--- src/rtl/lcd_spi_pkg.sv ---
// Shared LCD SPI definitions: command opcodes, decode FSM states, coordinate type.
// Used by both the transmit-side drawers and the display-side receiver.
package lcd_spi_pkg;

  localparam logic [7:0] CMD_SET_COLUMN = 8'h2A;
  localparam logic [7:0] CMD_SET_PAGE   = 8'h2B;
  localparam logic [7:0] CMD_WRITE_RAM  = 8'h2C;

  typedef enum logic [1:0] {
    ST_IDLE = 2'd0,
    ST_COL  = 2'd1,
    ST_PAGE = 2'd2,
    ST_RAM  = 2'd3
  } rx_state_t;

  typedef logic [8:0] coord_t;

endpackage

--- src/rtl/spi_rx_byte.sv ---
// SPI mode-0 byte deserialiser: byte_vld is a registered strobe SYNC_STAGES+1 clk after the raw SCK edge.
// No backpressure; CS high discards any partial byte.
module spi_rx_byte #(
  parameter int SYNC_STAGES = 2
) (
  input  logic       clk,
  input  logic       rst_n,
  input  logic       sclk,
  input  logic       cs,
  input  logic       dc,
  input  logic       mosi,
  output logic       byte_vld,
  output logic [7:0] byte_dat,
  output logic       byte_dc
);

  logic [SYNC_STAGES-1:0] sclk_q, cs_q, dc_q, mosi_q;
  logic       sclk_d;
  logic [2:0] bit_cnt;
  logic [6:0] shift;
  logic       sclk_s, cs_s, dc_s, mosi_s, sclk_rise;

  assign sclk_s    = sclk_q[SYNC_STAGES-1];
  assign cs_s      = cs_q[SYNC_STAGES-1];
  assign dc_s      = dc_q[SYNC_STAGES-1];
  assign mosi_s    = mosi_q[SYNC_STAGES-1];
  assign sclk_rise = sclk_s & ~sclk_d;

  always_ff @(posedge clk) begin
    if (!rst_n) begin
      sclk_q   <= '0;
      cs_q     <= '1;
      dc_q     <= '0;
      mosi_q   <= '0;
      sclk_d   <= 1'b0;
      bit_cnt  <= '0;
      shift    <= '0;
      byte_vld <= 1'b0;
      byte_dat <= '0;
      byte_dc  <= 1'b0;
    end else begin
      // All four lines share the same depth so their relative order is preserved.
      sclk_q   <= {sclk_q[SYNC_STAGES-2:0], sclk};
      cs_q     <= {cs_q[SYNC_STAGES-2:0], cs};
      dc_q     <= {dc_q[SYNC_STAGES-2:0], dc};
      mosi_q   <= {mosi_q[SYNC_STAGES-2:0], mosi};
      sclk_d   <= sclk_s;
      byte_vld <= 1'b0;
      if (cs_s) begin
        bit_cnt <= '0;
        shift   <= '0;
      end else if (sclk_rise) begin
        shift   <= {shift[5:0], mosi_s};
        bit_cnt <= bit_cnt + 3'd1;
        if (bit_cnt == 3'd7) begin
          byte_vld <= 1'b1;
          byte_dat <= {shift, mosi_s};
          byte_dc  <= dc_s;
        end
      end
    end
  end

endmodule

--- src/rtl/spi_lcd_rx.sv ---
// LCD SPI receiver: decodes column/page/RAM commands into pixel-write events, strobes 1 clk after the byte strobe.
// No backpressure; every received byte is consumed immediately.
module spi_lcd_rx
  import lcd_spi_pkg::*;
#(
  parameter int SYNC_STAGES = 2,
  parameter int H_MAX       = 240,
  parameter int V_MAX       = 320
) (
  input  logic        i_clk,
  input  logic        i_rst_n,
  input  logic        i_sclk,
  input  logic        i_cs,
  input  logic        i_dc,
  input  logic        i_mosi,
  output logic        o_cmd_valid,
  output logic [7:0]  o_cmd,
  output logic        o_px_valid,
  output logic [8:0]  o_x,
  output logic [8:0]  o_y,
  output logic [15:0] o_color,
  output logic        o_err
);

  localparam coord_t X_LAST = coord_t'(H_MAX - 1);
  localparam coord_t Y_LAST = coord_t'(V_MAX - 1);

  logic       byte_vld, byte_dc;
  logic [7:0] byte_dat;

  spi_rx_byte #(.SYNC_STAGES(SYNC_STAGES)) u_rx_byte (
    .clk      (i_clk),
    .rst_n    (i_rst_n),
    .sclk     (i_sclk),
    .cs       (i_cs),
    .dc       (i_dc),
    .mosi     (i_mosi),
    .byte_vld (byte_vld),
    .byte_dat (byte_dat),
    .byte_dc  (byte_dc)
  );

  rx_state_t   state, state_nxt;
  logic [1:0]  pcnt;
  logic [7:0]  p0, p1, p2, hi;
  logic        phase;
  coord_t      xs, xe, ys, ye, cx, cy;
  logic [15:0] pstart, pend;
  logic        cmd_hit, data_hit, last_param;
  logic        win_ok, commit_col, commit_page, px_hit, err_hit;

  assign cmd_hit    = byte_vld & ~byte_dc;
  assign data_hit   = byte_vld & byte_dc;
  assign last_param = (pcnt == 2'd3);
  assign pstart     = {p0, p1};
  assign pend       = {p2, byte_dat};

  always_ff @(posedge i_clk) begin
    if (!i_rst_n) state <= ST_IDLE;
    else          state <= state_nxt;
  end

  always_comb begin
    state_nxt = state;
    if (cmd_hit) begin
      case (byte_dat)
        CMD_SET_COLUMN: state_nxt = ST_COL;
        CMD_SET_PAGE:   state_nxt = ST_PAGE;
        CMD_WRITE_RAM:  state_nxt = ST_RAM;
        default:        state_nxt = ST_IDLE;
      endcase
    end else if (data_hit && (state == ST_COL || state == ST_PAGE) && last_param) begin
      state_nxt = ST_IDLE;
    end
  end

  always_comb begin
    win_ok      = 1'b0;
    commit_col  = 1'b0;
    commit_page = 1'b0;
    px_hit      = 1'b0;
    err_hit     = 1'b0;
    case (state)
      ST_COL:  win_ok = (pstart <= pend) && (pend < 16'(H_MAX));
      ST_PAGE: win_ok = (pstart <= pend) && (pend < 16'(V_MAX));
      default: win_ok = 1'b0;
    endcase
    if (data_hit) begin
      case (state)
        ST_IDLE: err_hit = 1'b1;
        ST_COL: begin
          commit_col = last_param & win_ok;
          err_hit    = last_param & ~win_ok;
        end
        ST_PAGE: begin
          commit_page = last_param & win_ok;
          err_hit     = last_param & ~win_ok;
        end
        ST_RAM:  px_hit = phase;
        default: err_hit = 1'b0;
      endcase
    end
  end

  always_ff @(posedge i_clk) begin
    if (!i_rst_n) begin
      o_cmd_valid <= 1'b0;
      o_px_valid  <= 1'b0;
      o_err       <= 1'b0;
      o_cmd       <= '0;
      o_x         <= '0;
      o_y         <= '0;
      o_color     <= '0;
      xs          <= '0;
      xe          <= X_LAST;
      ys          <= '0;
      ye          <= Y_LAST;
      cx          <= '0;
      cy          <= '0;
      pcnt        <= '0;
      p0          <= '0;
      p1          <= '0;
      p2          <= '0;
      hi          <= '0;
      phase       <= 1'b0;
    end else begin
      o_cmd_valid <= cmd_hit;
      o_px_valid  <= px_hit;
      o_err       <= err_hit;
      if (commit_col) begin
        xs <= pstart[8:0];
        xe <= pend[8:0];
      end
      if (commit_page) begin
        ys <= pstart[8:0];
        ye <= pend[8:0];
      end
      if (cmd_hit) begin
        o_cmd <= byte_dat;
        pcnt  <= '0;
        phase <= 1'b0;
        if (byte_dat == CMD_WRITE_RAM) begin
          cx <= xs;
          cy <= ys;
        end
      end else if (data_hit && (state == ST_COL || state == ST_PAGE)) begin
        pcnt <= pcnt + 2'd1;
        case (pcnt)
          2'd0:    p0 <= byte_dat;
          2'd1:    p1 <= byte_dat;
          2'd2:    p2 <= byte_dat;
          default: p2 <= p2;
        endcase
      end else if (data_hit && state == ST_RAM) begin
        phase <= ~phase;
        if (!phase) begin
          hi <= byte_dat;
        end else begin
          o_x     <= cx;
          o_y     <= cy;
          o_color <= {hi, byte_dat};
          // Raster order inside the window, wrapping back to the window origin.
          if (cx == xe) begin
            cx <= xs;
            cy <= (cy == ye) ? ys : cy + 9'd1;
          end else begin
            cx <= cx + 9'd1;
          end
        end
      end
    end
  end

endmodule

--- config.mk ---
export PLATFORM = sky130hd
export DESIGN_NAME = spi_lcd_rx
export DESIGN_NICKNAME = d
export VERILOG_FILES = /design/src/rtl/lcd_spi_pkg.sv /design/src/rtl/spi_rx_byte.sv /design/src/rtl/spi_lcd_rx.sv
export SDC_FILE = /design/constraint.sdc
export NUM_CORES = 1
export LEC_CHECK = 0
export ABC_AREA = 1
export CAP_MARGIN = 10
export CORE_MARGIN = 2
export CORE_UTILIZATION = 40
export CTS_BUF_LIST = sky130_fd_sc_hd__clkbuf_8
export DETAILED_ROUTE_END_ITERATION = 10
export SETUP_SLACK_MARGIN = 0.5
export SLEW_MARGIN = 20
export SYNTH_ARGS = -nofsm -noshare
export SYNTH_HDL_FRONTEND = slang
export SYNTH_SLANG_ARGS = --single-unit
--- constraint.sdc ---
create_clock -name i_clk -period 1.9 [get_ports i_clk]
set_clock_uncertainty 0.15 [all_clocks]
set_input_delay 0.285 -clock i_clk [delete_from_list [all_inputs] [get_ports i_clk]]
set_output_delay 0.285 -clock i_clk [all_outputs]
set_load 0.05 [all_outputs]
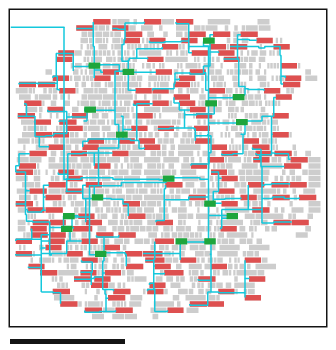
Figure 1: clock network drawn from the DEF.
Bar = 50 um.
legend:
  clock drivers:
    colour: green
    count: 17
  clock wires:
    colour: cyan
    length: 2040 um
  flip-flops:
    colour: red
    count: 165
routed clock nets: 18
Clock group: 2550 uW
clock power share: 41.7%

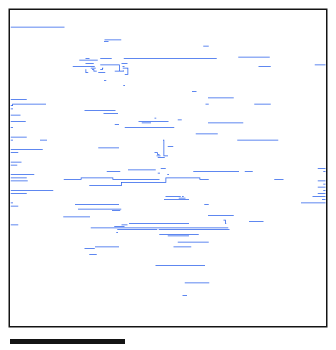
Figure 2: metal 3.
Bar = 50 um.
longest straight run: 59.3 um
main direction: horizontal
share of all routed wire: 4.2%
nets with wire on the layer: 85
wire length on this layer: 931 um

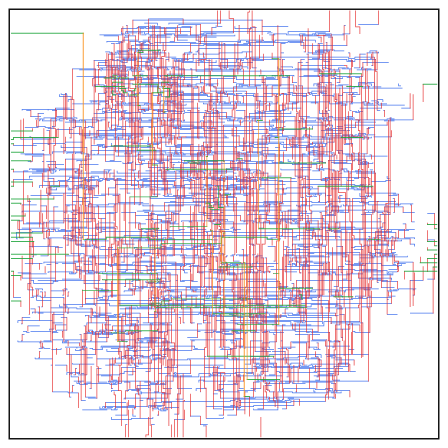
Figure 3: routed metal, one colour a layer.
legend:
  metal 3:
    colour: green
    wire_length: 931 um
  metal 4:
    colour: orange
    wire_length: 479 um
  metal 1:
    colour: blue
    wire_length: 10300 um
  metal 2:
    colour: red
    wire_length: 10500 um
GRT Resource Usage Total: 23.2%
drt wl/cell: 16.5 um
final WL: 22.3 mm
vias: 6873

==> impl_metrics.toml <==
# generated from flow reports
[die]
die_h_um = 137
io-pin-count = 51
core.rowCount = 48
fp_util_pct = 40.9

[critical_path]
arrival_ns = 2.32
endpoint = "xs[2]"
crit_chain = "clkinv_4, ha_4, a21oi_1, nand2_1, nand2_1, nand2_1, nand2_1, nand2_2, nand2_2, nand4_1, buf_6, buf_12, nand2_4, nand2_1, nor2_1"
crit_path_end_kind = "flop"
max_stage_delay_ns = 0.38
ff2ff_setup_slack_ns = -0.16
path_buffers = 3
critPathKind = "flop to flop"

[yosys]
fp_nets = 966
syn_inst = 931
synthTopCellsByCount = "dfxtp_1 (165), nand2_1 (160), nor2_1 (118)"
largest_area_cell = "dfxtp_1"
ys_async_sr_fraction_pct = 0
ys_cells = 931
synth_warnings = 0

[drt]
initialDrtViolationCount = 538
ant_nets = 0
firstDrtPassIters = 5

[job]
warning_count = 38

[cts]
hold_buffers = 0
cts_resized = 248
clk_transition_reported_paths_ns = 0.09
clock-sinks = 165
clk_latency_ns = 0.47

[worst_hold_path]
min_to = "u_rx_byte.byte_vld"

[sta]
fin_ws_ns = -0.165
worstMarginPinSlew_ns = 0.645
setup_viol = 86
rsz0062_at_grt = "true"

[run_status]
violations = "negative setup slack"
status = "complete, but fails checks"

[finish]
clk_share_pct = 3.61
area_dominant_class = "logic gates"
n_antenna_cell = 0
layout.nets = 1150
final_cell_mix = "nand2_1 (121), dfxtp_1 (103), nor2_1 (95)"
drive_gt1_share_pct = 44.2
n_clock_buffer = 20
comb-cell-share_pct = 37.0
flop_area_sq_um = 3390

[grt]
use_met1_pct = 32.8
grt_max_degree = 130
antenna_found_initial = 0
grt_pass1_vias = 6192
met2_usage_pct = 36.2

[place]
place_ws_ns = -0.171
gp_congestion = 0.874

[power_and_ir_drop]
ir_drop_v = 0.000461
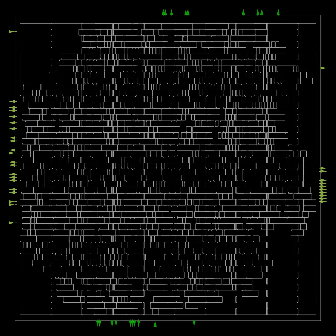
Figure 4: placement view.
final core occ: 63.6%
Seq area share: 30.8%
Seq cells: 165
Tap Count: 225

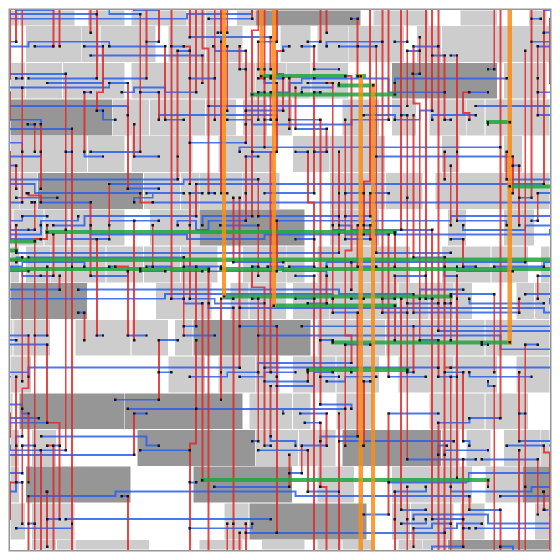
Figure 5: close-up of the layout.
Window x 49 to 89, y 21 to 61 um. Cells in grey, sequential cells in the stronger grey; small squares are vias.
legend:
  metal 4:
    colour: orange
  metal 1:
    colour: blue
  metal 3:
    colour: green
  metal 2:
    colour: red
most frequent: buf_4 (27), buf_6 (10), inv_2 (9)
cells with their middle in the window: 124
sequential cells in the window: 13
netlist names of flops here include: `u_rx_byte.byte_dat` (6), `p2` (4), `state` (2)

[power breakdown]
group	leakage, uW	total, uW	internal [uW]	switching [uW]
clock network	0.000189	2550	1160	1390
registers	0.00136	3460	3460	3.53
logic	0.00311	115	34.7	79.9
[state kept, by name, summed over array words and instances (netlist names), 9 cells and up]
| signal | cells |
|---|---|
| xs | 9 |
| xe | 9 |
| cy | 9 |
| ys | 9 |
| cx | 9 |
| ye | 9 |
| o_color | 16 |
| o_x | 9 |
| o_y | 9 |
[logic make-up (layout without fill, tap and decap cells)]
kind of cell | Yosys count | after routing | synth area share, %
AOI/OAI and AO/OA | 211 | 211 | 15.5
xor gates and xnor gates | 28 | 28 | 3.47
adders and majority gates | 29 | 29 | 5.13
buffers and inverters | 137 | 333 | 7.87
DFF | 165 | 165 | 46.7
and+or+nand+nor | 361 | 362 | 21.3
Power is estimated from default activity; no workload was simulated.
